Figure 1. Selected gate families.
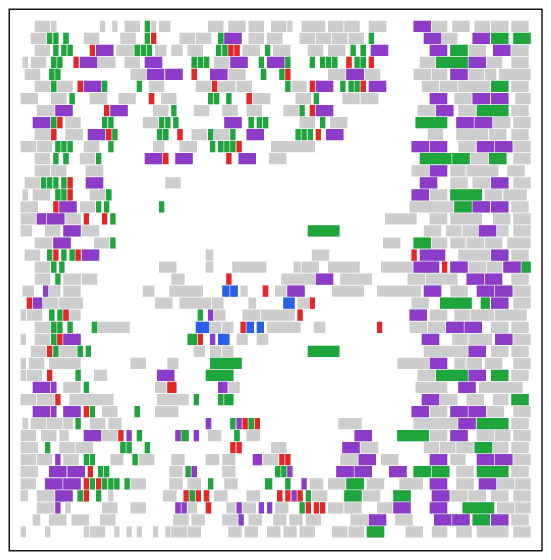
Figure 2. Pin map.
Bar = 20 um. Pins as bars across the die edge, other pins in grey.
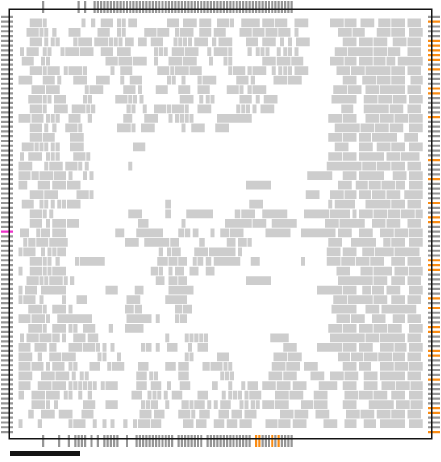
Figure 3. Routing congestion map.
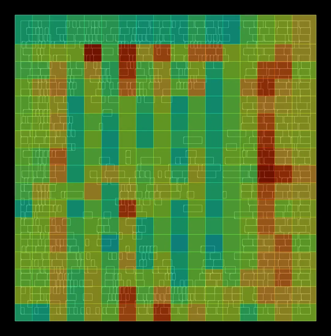
Figure 4. Signal wires by layer.
Two of the layers only.
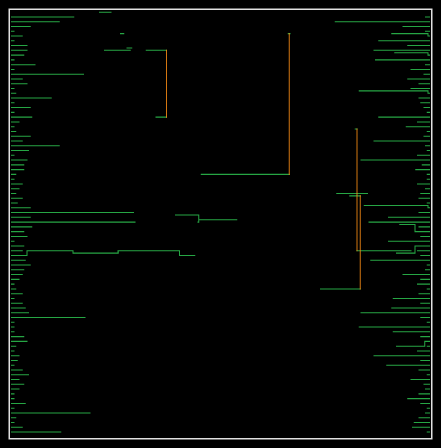
==> config.mk <==
export PLATFORM = sky130hd
export DESIGN_NAME = dmem_arbiter
export DESIGN_NICKNAME = d
export VERILOG_FILES = /design/src/rtl/dmem_arbiter.sv
export SDC_FILE = /design/constraint.sdc
export NUM_CORES = 1
export LEC_CHECK = 0
export ABC_AREA = 1
export CAP_MARGIN = 20
export CORE_AREA = 2 2 118 120
export CTS_BUF_LIST = sky130_fd_sc_hd__clkbuf_2
export CTS_CLUSTER_SIZE = 10
export DETAILED_ROUTE_END_ITERATION = 6
export DIE_AREA = 0 0 120 122
export MAX_ROUTING_LAYER = met4
export PLACE_DENSITY_LB_ADDON = 0.25
export SYNTH_ARGS = -nofsm -noshare
export SYNTH_HDL_FRONTEND = slang
export SYNTH_SLANG_ARGS = --single-unit
==> constraint.sdc <==
create_clock -name clk -period 1.2 [get_ports clk]
set_input_delay 0.24 -clock clk [delete_from_list [all_inputs] [get_ports clk]]
set_output_delay 0.24 -clock clk [all_outputs]
set_load 0.02 [all_outputs]
==> GITHUB_STEP_SUMMARY <==
## Implementation flow summary

| Metric | Value |
|---|---|
| Status | finished with violations |
| Violated checks | negative setup slack |
| Critical Path Fanout Max | 8 |
| Clock Pin Slew Worst Setup and Hold Paths | ~60 ps |
| GP Congestion | around 0.75 |
| Hold_ws | roughly 350 ps |
| Final setup fails | around 120 |
| Chip area | 14,600 sq um |
| Cycle use final | 150% |
| Final net count | roughly 960 |
| Worst hold stages | 3 |
| Most used standard cell by instance count after synthesis | nand2_1 |
| Post-synth top cells | nand2_1, nor2_1, inv_1 |
| Initial DRC count | 93 |
| Pin count of the biggest net entering global routing | 27 |
| Count of pins over their slew limit | 0 |
| Top area cell types | nand2_1, nor2_1, inv_1 |
| Yosys stat cell total | between 400 and 500 |
| Vias per inst | 3.93 |
| Setup crit end kind | primary output |
| Max-Cap Viols | 0 |
| Max rail drop VDD | 0.000171 V |
| Final ANT Viol Nets | 0 |
| Final Hold Viols | 0 |
| Min Clock Period, post-route | 1800 ps |
| Crit Path Class | in2out |
| Fin util | 53.8% |
| Post-route cell area | 7260 sq um |
| Latency at later pin | 210 ps |
| Critical path required time | between 900 and 1000 ps |
| HPWL after detailed placement | 9.17 mm |
| Reg2Reg Depth | 8 |
| Post-route DRC | 0 |
| Post-synth top area cell | nand2_1 |
| Count of library flops with an enable pin | 0 |
| Antenna violations before repair | 1 |
| Hold Path Class | in2reg |
| H-Tree Depth | 1 |
| Gate count after technology mapping | 451 |
| # rows | 43 |
| CTS sink count | 5 |
| Pre-CTS setup slack | -1340 ps |
| Fillers | around 1.2k |
| RSZ-0062 raised after global routing | yes |
| Yosys stat area | just under 2000 sq um |
| Cell Type Count | 22 |
| Init Core Util | 14.4% |
| Setup crit start kind | primary input |
| Ys flops | 5 |
| Layout cells sized above 1 | 46.5% |
| Seq share, synth | 5.15% |
| Ys async rst share | 0% |
| Clock Root Buffer | clkbuf_2 |
| Top FF cell, synth | dfxtp_1 |
| Netlist Area Pre-Place | 1940 sq um |
| Number of global-route vias before repair | ~3.8k |
| Yosys Warn Count | 0 |
| Reg-to-reg slack, setup | -240 ps |
| IO Count | a little over 300 |
| Tool warnings | 29 |
| Post-Place Cell Area | 5870 sq um |
| Fin worst setup slack | -603 ps |
| Max Fclk | approximately 0.55 GHz |
| CTS tree | done |
| Drt pass-1 iters | 4 |
| Grt ovf | 0 |
Back to the opening pictures, Figure 1:
Key: nand cells = green [cells 181, where all over the die]; inv cells = red [cells 70]; nor cells = purple [cells 138, where all over the die]; aoi and oai cells = blue [cells 7, where centre]
most common logic cell in the routed design: nand2_1
Post-Layout Cell Count: 975
combinational fraction of the cell area: 35.9%

Back to the opening pictures, Figure 2:
Key: mem_rdMem = magenta [pins 1, direction output, edge left]; mem_rdData = orange [pins 32, direction input, edge 28 right, 4 bottom]
All pins by edge: 88 left, 88 right, 65 top, 61 bottom.
Die Height: 122 um
Die Width: 120 um
input/output buffers: 279

Back to the opening pictures, Figure 3:
GR Util met1: 16.6%
GRT Total Usage: 15.9%

Back to the opening pictures, Figure 4:
Key: M3 = green [wire length 1,110 um]; M4 = orange [wire length 120 um]
final wirelength: 13.1 mm
DR WL/cell: 13.5 um
Via Count: 3,836

[per-layer routing]
layer,vias up,part of all wire (%),global-route usage [%]
li1,1931,-,-
met1,1700,37,16.6
met2,197,53,31.0
met3,8,8.5,3.98
met4,0,0.91,1.25
met5,-,0,-
[report_power, final]
part / internal, uW / leakage [uW] / total [uW] / switching [uW]
combinational: 905 / 0.00325 / 1710 / 806
sequential: 183 / 0.0000422 / 196 / 12.7
clock: 88.4 / 0.0000166 / 160 / 71.8
total: 1180 / 0.00331 / 2070 / 891
[cell families (layout without fill, tap and decap cells)]
family / Yosys count / count (layout) / share of synthesized area (%)
buf+inv: 114 / 435 / 28.2
simple gates: 323 / 323 / 64.0
compound gates: 8 / 8 / 2.45
other cells: 1 / 24 / 0.193
flops: 5 / 5 / 5.15
[layout make-up]
class                   instances  area [sq um]  share of cell area [%]
inverters                      70           265                    3.65
multi-input cells             353          2610                    35.9
diodes                          2          5.00                  0.0689
flip-flops and latches          5           106                    1.46
clock buffers                   4          20.0                   0.276
well taps                     180           225                    3.10
repair buffers                361          4030                    55.5
[critical path, cell delays in order]
cell and delay [ps]:
clkdlybuf4s15_1 160, nor2_1 100, and2_0 130, nand2_1 100
nor2_4 110, nand2_1 70, nand2_2 110, nand2_8 130
buf_8 170, nor2_1 100, buf_4 140
[per-stage QoR]
stage / TNS, ps / instances / total power (uW)
4_1_cts: -56590 / 953 / 1870
2_1_floorplan: -10190 / 472 / 861
6_report: -54540 / 975 / 2070
5_1_grt: -65640 / 974 / 2210
3_3_place_gp: -128880 / 916 / 1480
3_5_place_dp: -131820 / 916 / 1500
[repair_timing]
action,CTS,global route
endpoints found under the setup margin,118,118
setup buffers,25,23
cloned,8,0
resized,782,134
pin swaps,45,34
hold buffers,0,0
[placed cells by master, fill, tap and decap left out, drive strengths merged]
cell           netlist  layout
o21ai                1       1
clkdlybuf4s15        0      15
buf                 33     198
o21a                 1       1
conb                 1      22
clkbuf              11       5
inv                 70      70
dfxtp                5       5
nand3                3       3
dlygate4sd2          0      29
o211ai               1       1
and2                 4       4
a21oi                4       4
o31ai                1       1
nand2              178     178
nor2               136     136
clkdlybuf4s50        0     118
diode                0       2
nor3                 2       2
Power is estimated from default activity; no workload was simulated.
